**Run 1: metal 1**

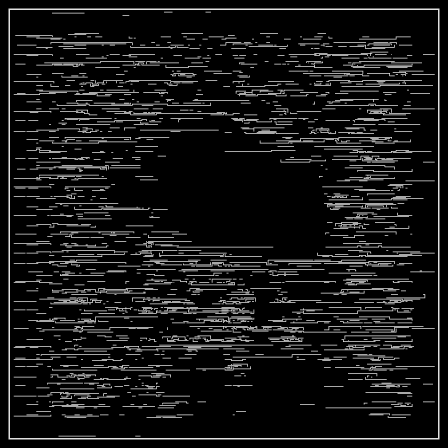
**Run 1: M2 wires**

The bar under the picture is 20 um long. Cells faint in the background.
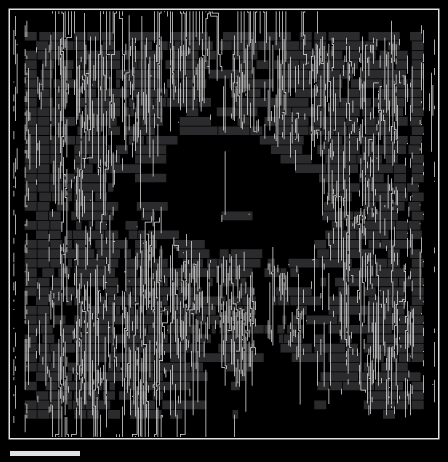
**Run 1: metal 3**

The bar under the picture is 20 um long.
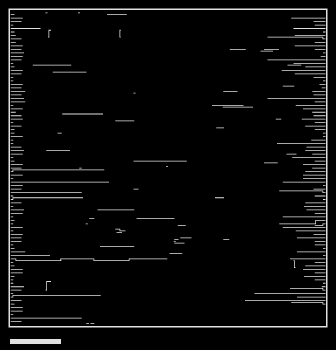
**Run 1: met4 routing**

Cells faint in the background.
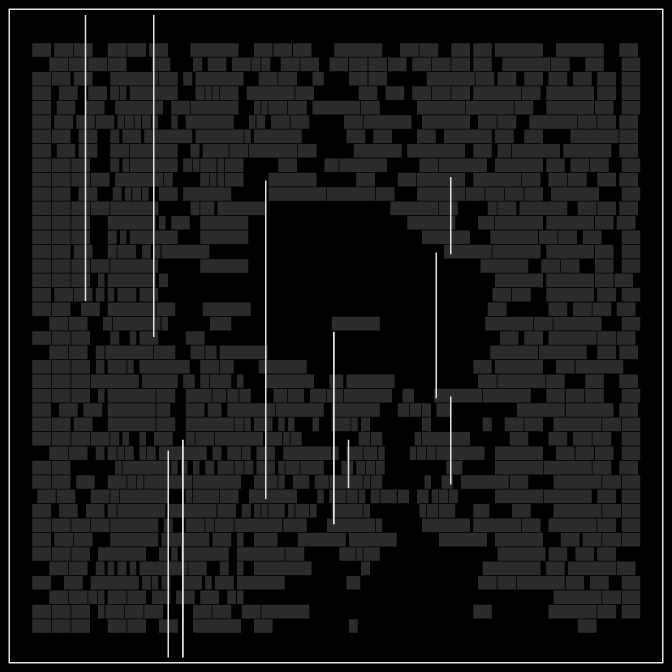
File: src/rtl/xmem_bus_arbiter.sv
// Two-requester round-robin arbiter in front of one Versat memory databus port.
// One transaction in flight at a time; a watchdog aborts accesses the memory never acknowledges.
module xmem_bus_arbiter #(
  parameter int DATA_W    = 32,
  parameter int ADDR_W    = 10,
  parameter int TIMEOUT_W = 8,
  parameter int TIMEOUT   = 64
) (
  input  logic                  clk,
  input  logic                  rst,
  input  logic                  eng_busy,
  input  logic                  m0_valid,
  input  logic [ADDR_W-1:0]     m0_addr,
  input  logic [DATA_W-1:0]     m0_wdata,
  input  logic [DATA_W/8-1:0]   m0_wstrb,
  output logic                  m0_ready,
  output logic [DATA_W-1:0]     m0_rdata,
  output logic                  m0_err,
  input  logic                  m1_valid,
  input  logic [ADDR_W-1:0]     m1_addr,
  input  logic [DATA_W-1:0]     m1_wdata,
  input  logic [DATA_W/8-1:0]   m1_wstrb,
  output logic                  m1_ready,
  output logic [DATA_W-1:0]     m1_rdata,
  output logic                  m1_err,
  output logic                  t_valid,
  output logic [ADDR_W-1:0]     t_addr,
  output logic [DATA_W-1:0]     t_wdata,
  output logic [DATA_W/8-1:0]   t_wstrb,
  input  logic                  t_ready,
  input  logic [DATA_W-1:0]     t_rdata,
  output logic [1:0]            grant,
  output logic [1:0]            dbgState
);

  // Handshake: a requester holds mN_valid and its payload stable until it sees the
  // one-cycle mN_ready pulse, and stays idle for the cycle after it. Towards memory,
  // t_valid and t_* stay stable until t_ready is sampled high; t_rdata is taken that edge.

  localparam logic [1:0] IDLE = 2'd0;
  localparam logic [1:0] REQ  = 2'd1;
  localparam logic [1:0] RESP = 2'd2;

  localparam logic [TIMEOUT_W-1:0] WD_LAST = TIMEOUT_W'(TIMEOUT - 1);
  localparam logic [TIMEOUT_W-1:0] WD_ONE  = TIMEOUT_W'(1);

  logic [1:0]           state;
  logic                 lastGrant;  // 1: m1 owned the previous transaction
  logic [TIMEOUT_W-1:0] wdCount;
  logic                 pickM1;

  // On a tie the requester that did not win last time goes first.
  always_comb begin
    pickM1 = m1_valid & (~m0_valid | ~lastGrant);
  end

  assign dbgState = state;

  always_ff @(posedge clk or posedge rst) begin
    if (rst) begin
      state     <= IDLE;
      lastGrant <= 1'b1;
      wdCount   <= '0;
      t_valid   <= 1'b0;
      t_addr    <= '0;
      t_wdata   <= '0;
      t_wstrb   <= '0;
      grant     <= 2'b00;
      m0_ready  <= 1'b0;
      m0_rdata  <= '0;
      m0_err    <= 1'b0;
      m1_ready  <= 1'b0;
      m1_rdata  <= '0;
      m1_err    <= 1'b0;
    end else begin
      case (state)
        IDLE: begin
          // The engine's address generators own the memory while a run is active.
          if (!eng_busy && (m0_valid || m1_valid)) begin
            state     <= REQ;
            t_valid   <= 1'b1;
            t_addr    <= pickM1 ? m1_addr  : m0_addr;
            t_wdata   <= pickM1 ? m1_wdata : m0_wdata;
            t_wstrb   <= pickM1 ? m1_wstrb : m0_wstrb;
            grant     <= pickM1 ? 2'b10 : 2'b01;
            lastGrant <= pickM1;
            wdCount   <= '0;
          end
        end
        REQ: begin
          if (t_ready) begin
            state    <= RESP;
            t_valid  <= 1'b0;
            m0_ready <= grant[0];
            m1_ready <= grant[1];
            m0_rdata <= grant[0] ? t_rdata : '0;
            m1_rdata <= grant[1] ? t_rdata : '0;
          end else if (wdCount == WD_LAST) begin
            state    <= RESP;
            t_valid  <= 1'b0;
            m0_ready <= grant[0];
            m1_ready <= grant[1];
            m0_err   <= grant[0];
            m1_err   <= grant[1];
            m0_rdata <= '0;
            m1_rdata <= '0;
          end else begin
            wdCount <= wdCount + WD_ONE;
          end
        end
        RESP: begin
          state    <= IDLE;
          grant    <= 2'b00;
          m0_ready <= 1'b0;
          m0_rdata <= '0;
          m0_err   <= 1'b0;
          m1_ready <= 1'b0;
          m1_rdata <= '0;
          m1_err   <= 1'b0;
        end
        default: state <= IDLE;
      endcase
    end
  end

endmodule

File: config.mk
export PLATFORM = sky130hd
export DESIGN_NAME = xmem_bus_arbiter
export DESIGN_NICKNAME = d
export VERILOG_FILES = /design/src/rtl/xmem_bus_arbiter.sv
export SDC_FILE = /design/constraint.sdc
export NUM_CORES = 1
export LEC_CHECK = 0
export CORE_MARGIN = 4
export CORE_UTILIZATION = 42
export DETAILED_ROUTE_END_ITERATION = 8
export MAX_ROUTING_LAYER = met4
export PLACE_DENSITY = 0.88
export SYNTH_ARGS = -nofsm -noshare
export SYNTH_HDL_FRONTEND = slang
export SYNTH_SLANG_ARGS = --single-unit
File: constraint.sdc
create_clock -name clk -period 6.3 [get_ports clk]
set_input_delay 1.89 -clock clk [delete_from_list [all_inputs] [get_ports clk]]
set_output_delay 1.89 -clock clk [all_outputs]
set_load 0.005 [all_outputs]
==> results.json, run 1 <==
{
  "core-area_um2": 12800,
  "fillers": 910,
  "pwr-share-seq_pct": 35.3,
  "synth_top_cell_by_area": "dfrtp_1",
  "maxCapViolations": 0,
  "antenna_left": 0,
  "fp-utilization_pct": 43.4,
  "routabilityCongestion": 0.827,
  "top_cell": "dfrtp_1",
  "drc": 0,
  "setup_tns_ns": 0,
  "antenna_found_initial": 0,
  "met2_usage_pct": 34.7,
  "crit_path_max_fanout": 70,
  "portBuffers": 248,
  "peakVddDrop_mv": 0.175,
  "antennaDiodeCount": 0,
  "synthCells": 472,
  "cts.path.max_buffers": 2,
  "syn2layout_area_growth_pct": 56.7,
  "p_int_w": 0.00248,
  "cts_buffers": 17,
  "rr_endpoint": "m0_rdata[21]$_DFFE_PP0P_",
  "gr-total-overflow": 0,
  "numClockSinks": 128,
  "switching_share_pct": 31.1,
  "rows": 41,
  "cts_tree": "yes",
  "fp_nets": 606,
  "chipWidth_um": 123,
  "use_met1_pct": 26.2,
  "r2r_slack_ns": 3.31,
  "rsz0062_at_grt": "false",
  "netlist.area_leader.share_pct": 57.1,
  "post-place-ws_ns": 1.99,
  "async_reset_ff_share_pct": 100,
  "ys_seq_share_pct": 57.5,
  "yosysWarnings": 0,
  "grt_pass1_vias": 4904,
  "xor_area_share_pct": 0,
  "synthesis.area_um2": 5570,
  "top_cells_by_count": "dfrtp_1 (127), nand2_1 (66), a32o_1 (62), o21ai_0 (59), mux2i_1 (46)",
  "grt_start_max_net_pins": 71,
  "ff_type": "dfrtp_1",
  "critical_path_class": "in -> reg",
  "final_net_count": 835,
  "top_cells_by_area": "dfrtp_1 (57%), a32o_1 (11%), mux2i_1 (8.3%), o21ai_0 (5.3%), nand2_1 (4.4%)",
  "grt_first_pass_wirelength_um": 24700,
  "timing.critical_path.from": "t_ready",
  "cts_resized": 0,
  "yosys.area_share.aoi_pct": 19.7,
  "status": "complete, no violations",
  "finClkSkew_ns": 0.0102,
  "finalSetupViolations": 0,
  "drt_iter0_markers": 426,
  "track_usage_pct": 21.5,
  "hold_path.class": "reg -> reg",
  "synth_area_per_cell_um2": 11.8,
  "ios": 249,
  "cts_hold_buffers": 0,
  "p_comb_share_pct": 35.3,
  "wl_per_cell_um": 18.3,
  "endpoint": "m0_rdata[21]$_DFFE_PP0P_"
}
Notes on 'metal 1' above:
main direction	horizontal
nets with wire on the layer	719
longest straight run	32.7 um
share of all routed wire	40%
wire length on this layer	6470 um

Notes on 'M2 wires' above:
share of all routed wire	49%
nets with wire on the layer	739

Notes on 'metal 3' above:
share of all routed wire	8.9%
nets with wire on the layer	197
wire length on this layer	1440 um
main direction	horizontal
WL final: 16200 um
GR Layer Usage met3: 5.49%
vias post-DR: 4879

Notes on 'met4 routing' above:
longest straight run	60.5 um
nets with wire on the layer	7
share of all routed wire	2.2%

==> run 1: worst min path at each step <==
stage                     cells after the start                     start  slack [ns]                        to
after floorplan                               2     t_addr[0]$_DFFE_PP0P_        0.47     t_addr[0]$_DFFE_PP0P_
after global placement                        2    t_wdata[6]$_DFFE_PP0P_        0.46    t_wdata[6]$_DFFE_PP0P_
after detailed placement                      2     t_addr[9]$_DFFE_PP0P_        0.47     t_addr[9]$_DFFE_PP0P_
after CTS                                     2   t_wdata[15]$_DFFE_PP0P_        0.49   t_wdata[15]$_DFFE_PP0P_
after global routing                          1  m0_rdata[19]$_DFFE_PP0P_        0.51  m0_rdata[19]$_DFFE_PP0P_
final                                         2     t_addr[4]$_DFFE_PP0P_        0.48     t_addr[4]$_DFFE_PP0P_
==> run 1: cell type report <==
cell class	count	area (um2)	area share, %
tap	172	215	2.47
clock inverter	12	180	2.07
inverter	6	25.0	0.287
multi-input combinational	296	2130	24.4
sequential	128	3200	36.7
clock buffer	20	467	5.35
timing repair buffer	252	2510	28.7
==> run 1: registers in the layout, indices dropped and copies added (netlist names), 2 cells and up <==
register,cells
dbgState,2
grant,2
m1_rdata,32
t_wstrb,4
t_wdata,32
wdCount,8
t_addr,10
m0_rdata,32
==> run 1: power by group through the flow <==
stage	combinational (W)	sequential [W]	clock, W
6_report	0.00127	0.00127	0.00106
5_1_grt	0.00138	0.00130	0.00111
3_3_place_gp	0.00122	0.00127	0
3_5_place_dp	0.00128	0.00128	0
2_1_floorplan	0.000593	0.00126	0
4_1_cts	0.00129	0.00127	0.00107
==> run 1: routing by layer <==
metal  vias to the layer above  routed length, um
met5                         -                  0
met4                         0                356
met3                        24               1440
met2                       249               7930
met1                      2378               6470
li1                       2228                  -
==> run 1: worst max-delay path, stage by stage <==
cell and delay [ns]:
buf_2 0.87, nand2b_1 0.23, a21oi_2 0.10, or2_2 0.72, a32o_1 0.39
==> run 1: through the flow <==
step           instances  total power [W]  hold WS (ns)
2_1_floorplan        472          0.00185         0.473
3_3_place_gp         854          0.00249         0.465
3_5_place_dp         854          0.00256         0.474
4_1_cts              886          0.00363         0.486
5_1_grt              886          0.00379         0.505
6_report             886          0.00360         0.485
==> run 1: cells by family after synthesis <==
group | Yosys count
multiplexers | 49
flip-flops | 128
adder cells (fa/ha/maj) | 4
AND-OR/OR-AND | 144
AND/OR/NAND/NOR | 99
buffers and inverters | 48
==> run 1: layout by cell type (no fill, tap or decap), types with 3 or more instances in the layout <==
cell type,count
clkbuf_16,17
nand2_1,65
a41oi_1,4
clkdlybuf4s50_1,247
a21oi_1,3
buf_4,4
ha_1,4
nor2_1,3
dfrtp_1,127
mux2_2,3
nand4b_1,3
inv_1,5
bufinv_16,4
o21ai_0,59
a32o_1,62
nor2b_1,6
clkbuf_8,3
o211ai_1,4
mux2i_1,46
nand3_1,3
**Run 1: routing congestion**

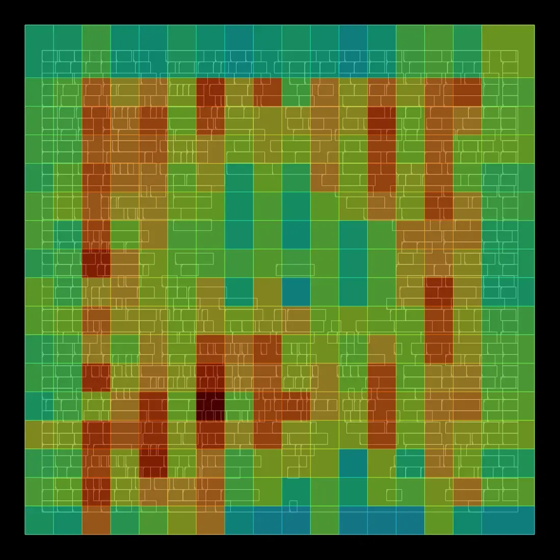

==> run 2: changes to the inputs <==
- CORE_UTILIZATION: 42 -> 38
- PLACE_DENSITY: 0.88 -> 0.84
- clock period: 6.3 -> 3.19 ns (I/O delays scaled with it)
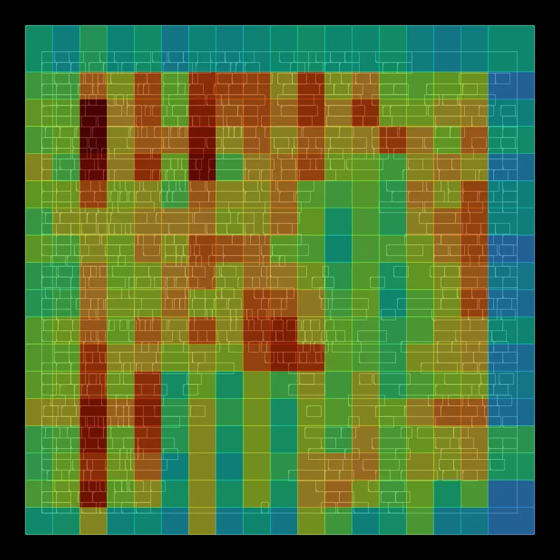
**Above:** run 2 (routing congestion).
GRT Total Usage: 21.0%
busiest grt layer: met2

==> run 2 against run 1 <==
  * Synthesized cell count unchanged
  * Combinational power increased by 100%
  * Flip-flop count unchanged
  * Largest power group is now combinational cells
  * Final area increased by 1.2%
  * First-iteration DRC count decreased by 19%
  * Critical endpoint is now grant[1]
  * Clock power increased by 92%
==> results.json, run 2 <==
{
  "cp_top_family": "buffers and inverters",
  "reg_top3": "m0_rdata (32), m1_rdata (32), t_wdata (32)",
  "core-area_um2": 14100,
  "top_cells_by_count": "dfrtp_1 (127), nand2_1 (66), a32o_1 (62), o21ai_0 (59), mux2i_1 (46)",
  "cp_slowest_cell": "clkdlybuf4s50_1",
  "viasPerCell": 5.45,
  "yosys_area_um2": 5570,
  "finalSetupViolations": 0,
  "postCtsSetupRepairBufs": 0,
  "r2r_slack_ns": 0.88,
  "cts_buffers": 17,
  "grt_first_pass_wirelength_um": 26300,
  "arrival_ns": 1.51,
  "warnings": 28,
  "cts_tree": "yes",
  "synth_top_cell_by_area": "dfrtp_1",
  "rows": 43,
  "cts_hold_buffers": 0,
  "ys_seq_share_pct": 57.5,
  "setup_tns_ns": 0,
  "syn2layout_area_growth_pct": 58.6,
  "synthesis.area_um2": 5570,
  "period_needed_ns": 2.46,
  "grt_start_max_net_pins": 67,
  "antenna_left": 0,
  "ys_ff": 128,
  "synth_area_per_cell_um2": 11.8,
  "peakVddDrop_mv": 0.381,
  "critical_path.max_stage_delay_ns": 0.59,
  "drt-total-wl_um": 17100,
  "antenna_found_initial": 0,
  "crit_path_max_fanout": 6,
  "netlist.area_leader.share_pct": 57.1,
  "drt_iter0_markers": 344,
  "final_net_count": 844,
  "chipWidth_um": 129,
  "path_clk_slew_ns": 0.06,
  "drc": 0,
  "cts_root_buf": "clkbuf_16",
  "via_count": 4919,
  "synthDistinctLibCells": 44,
  "numClockSinks": 128,
  "finClkSkew_ns": 0.00662,
  "synthCells": 472,
  "routabilityCongestion": 0.815,
  "hold_viol": 0,
  "required_ns": 2.23,
  "status": "complete, no violations",
  "async_reset_ff_share_pct": 100,
  "dieHeight_um": 129,
  "portBuffers": 248,
  "path_cells": "clkdlybuf4s50_1",
  "antennaDiodeCount": 0,
  "leakage_nw": 3.76,
  "ff_type": "dfrtp_1",
  "yosysWarnings": 0,
  "relSlewSlack_pct": 49.3,
  "hpwlAfterDp_um": 13100,
  "fp-utilization_pct": 39.5,
  "final_cell_mix": "clkdlybuf4s50_1 (247), dfrtp_1 (127), nand2_1 (65), a32o_1 (62), o21ai_0 (59)",
  "ios": 249,
  "cts.path.max_buffers": 2,
  "fp_nets": 606,
  "synth-edff-count": 0,
  "cp-end-kind": "output port",
  "p_per_area_nw_per_um2": 809,
  "fmax_mhz": 406,
  "cp_num_buf_inv": 1,
  "top_cell": "dfrtp_1",
  "maxCapViolations": 0,
  "drive_above_1_share_pct": 7.76,
  "critical_path_class": "reg -> out",
  "wl_per_cell_um": 19.0,
  "rsz0062_at_grt": "false",
  "hold_path.class": "reg -> reg",
  "grt_pass1_vias": 5094,
  "gr-total-overflow": 0,
  "holdWs_ns": 0.480,
  "top_cells_by_area": "dfrtp_1 (57%), a32o_1 (11%), mux2i_1 (8.3%), o21ai_0 (5.3%), nand2_1 (4.4%)",
  "htreeDepth": 4,
  "cts_resized": 0,
  "lay_top_count": "clkdlybuf4s50_1"
}
==> run 2: cell counts after synthesis <==
Identical to the previous run, type by type.
==> run 2: worst min-delay path, cell delays in order (launching register included) <==
cell and delay, ns:
dfrtp_1 0.34, nand2_1 0.05, o21ai_0 0.06
==> run 2: report_power, final <==
| part | total (W) | switching [W] | internal, W | leakage, nW |
|---|---|---|---|---|
| registers | 0.00252 | 0.000371 | 0.00215 | 1.69 |
| clock network | 0.00203 | 0.000704 | 0.00132 | 0.294 |
| logic | 0.00260 | 0.00116 | 0.00144 | 1.77 |
==> run 2: worst paths after layout <==
kind,startpoint,depth (start not counted),endpoint
min in group asynchronous,rst,3,wdCount[4]$_DFFE_PP0P_
setup / recovery,grant[1]$_DFFE_PP0P_,1,grant[1]
hold / removal,t_wdata[20]$_DFFE_PP0P_,2,t_wdata[20]$_DFFE_PP0P_
hold reg to reg,t_wdata[20]$_DFFE_PP0P_,2,t_wdata[20]$_DFFE_PP0P_
setup reg to reg,dbgState[1]$_DFFE_PP0P_,7,m0_rdata[27]$_DFFE_PP0P_
max in group asynchronous,rst,3,m1_rdata[22]$_DFFE_PP0P_
==> run 2: layout make-up <==
| cell class | instances | area, um2 |
|---|---|---|
| inverters | 6 | 26.3 |
| flip-flops and latches | 128 | 3200 |
| fillers | 1080 | 5260 |
| repair buffers | 261 | 2630 |
| well taps | 180 | 225 |
| multi-input cells | 296 | 2130 |
| clock buffers | 18 | 439 |
| clock inverters | 13 | 186 |
==> run 2: stage by stage <==
step                      std cells  cell area [um2]  setup slack (ns)  util [%]  total power, W
after floorplan                 472             5570             0.653         -         0.00366
after global placement          871             8210             0.486      58.2         0.00504
after detailed placement        871             8210             0.429      58.2         0.00516
after CTS                       902             8830             0.681      62.7         0.00723
after global routing            902             8830             0.649      62.7         0.00755
final                           902             8830             0.726      62.7         0.00714
==> run 2: cell families (layout without fill, tap and decap cells) <==
logic type	count (synthesis)	after routing	synth area share [%]
muxes	49	49	8.87
and+or+nand+nor	99	99	8.43
buffers and inverters	48	298	4.54
AOI/OAI and AO/OA	144	144	19.7
DFF	128	128	57.5
adders and majority gates	4	4	0.899
==> run 2: per-layer routing <==
layer | track usage, % | share of wire [%] | up-vias
met1 | 23.3 | 37 | 2403
met3 | 6.06 | 7.9 | 33
met4 | 8.46 | 3.4 | 0
met2 | 35.5 | 51 | 246
li1 | - | - | 2237
met5 | - | 0 | -
No activity file was given, so power comes from the tool's default toggle rates.
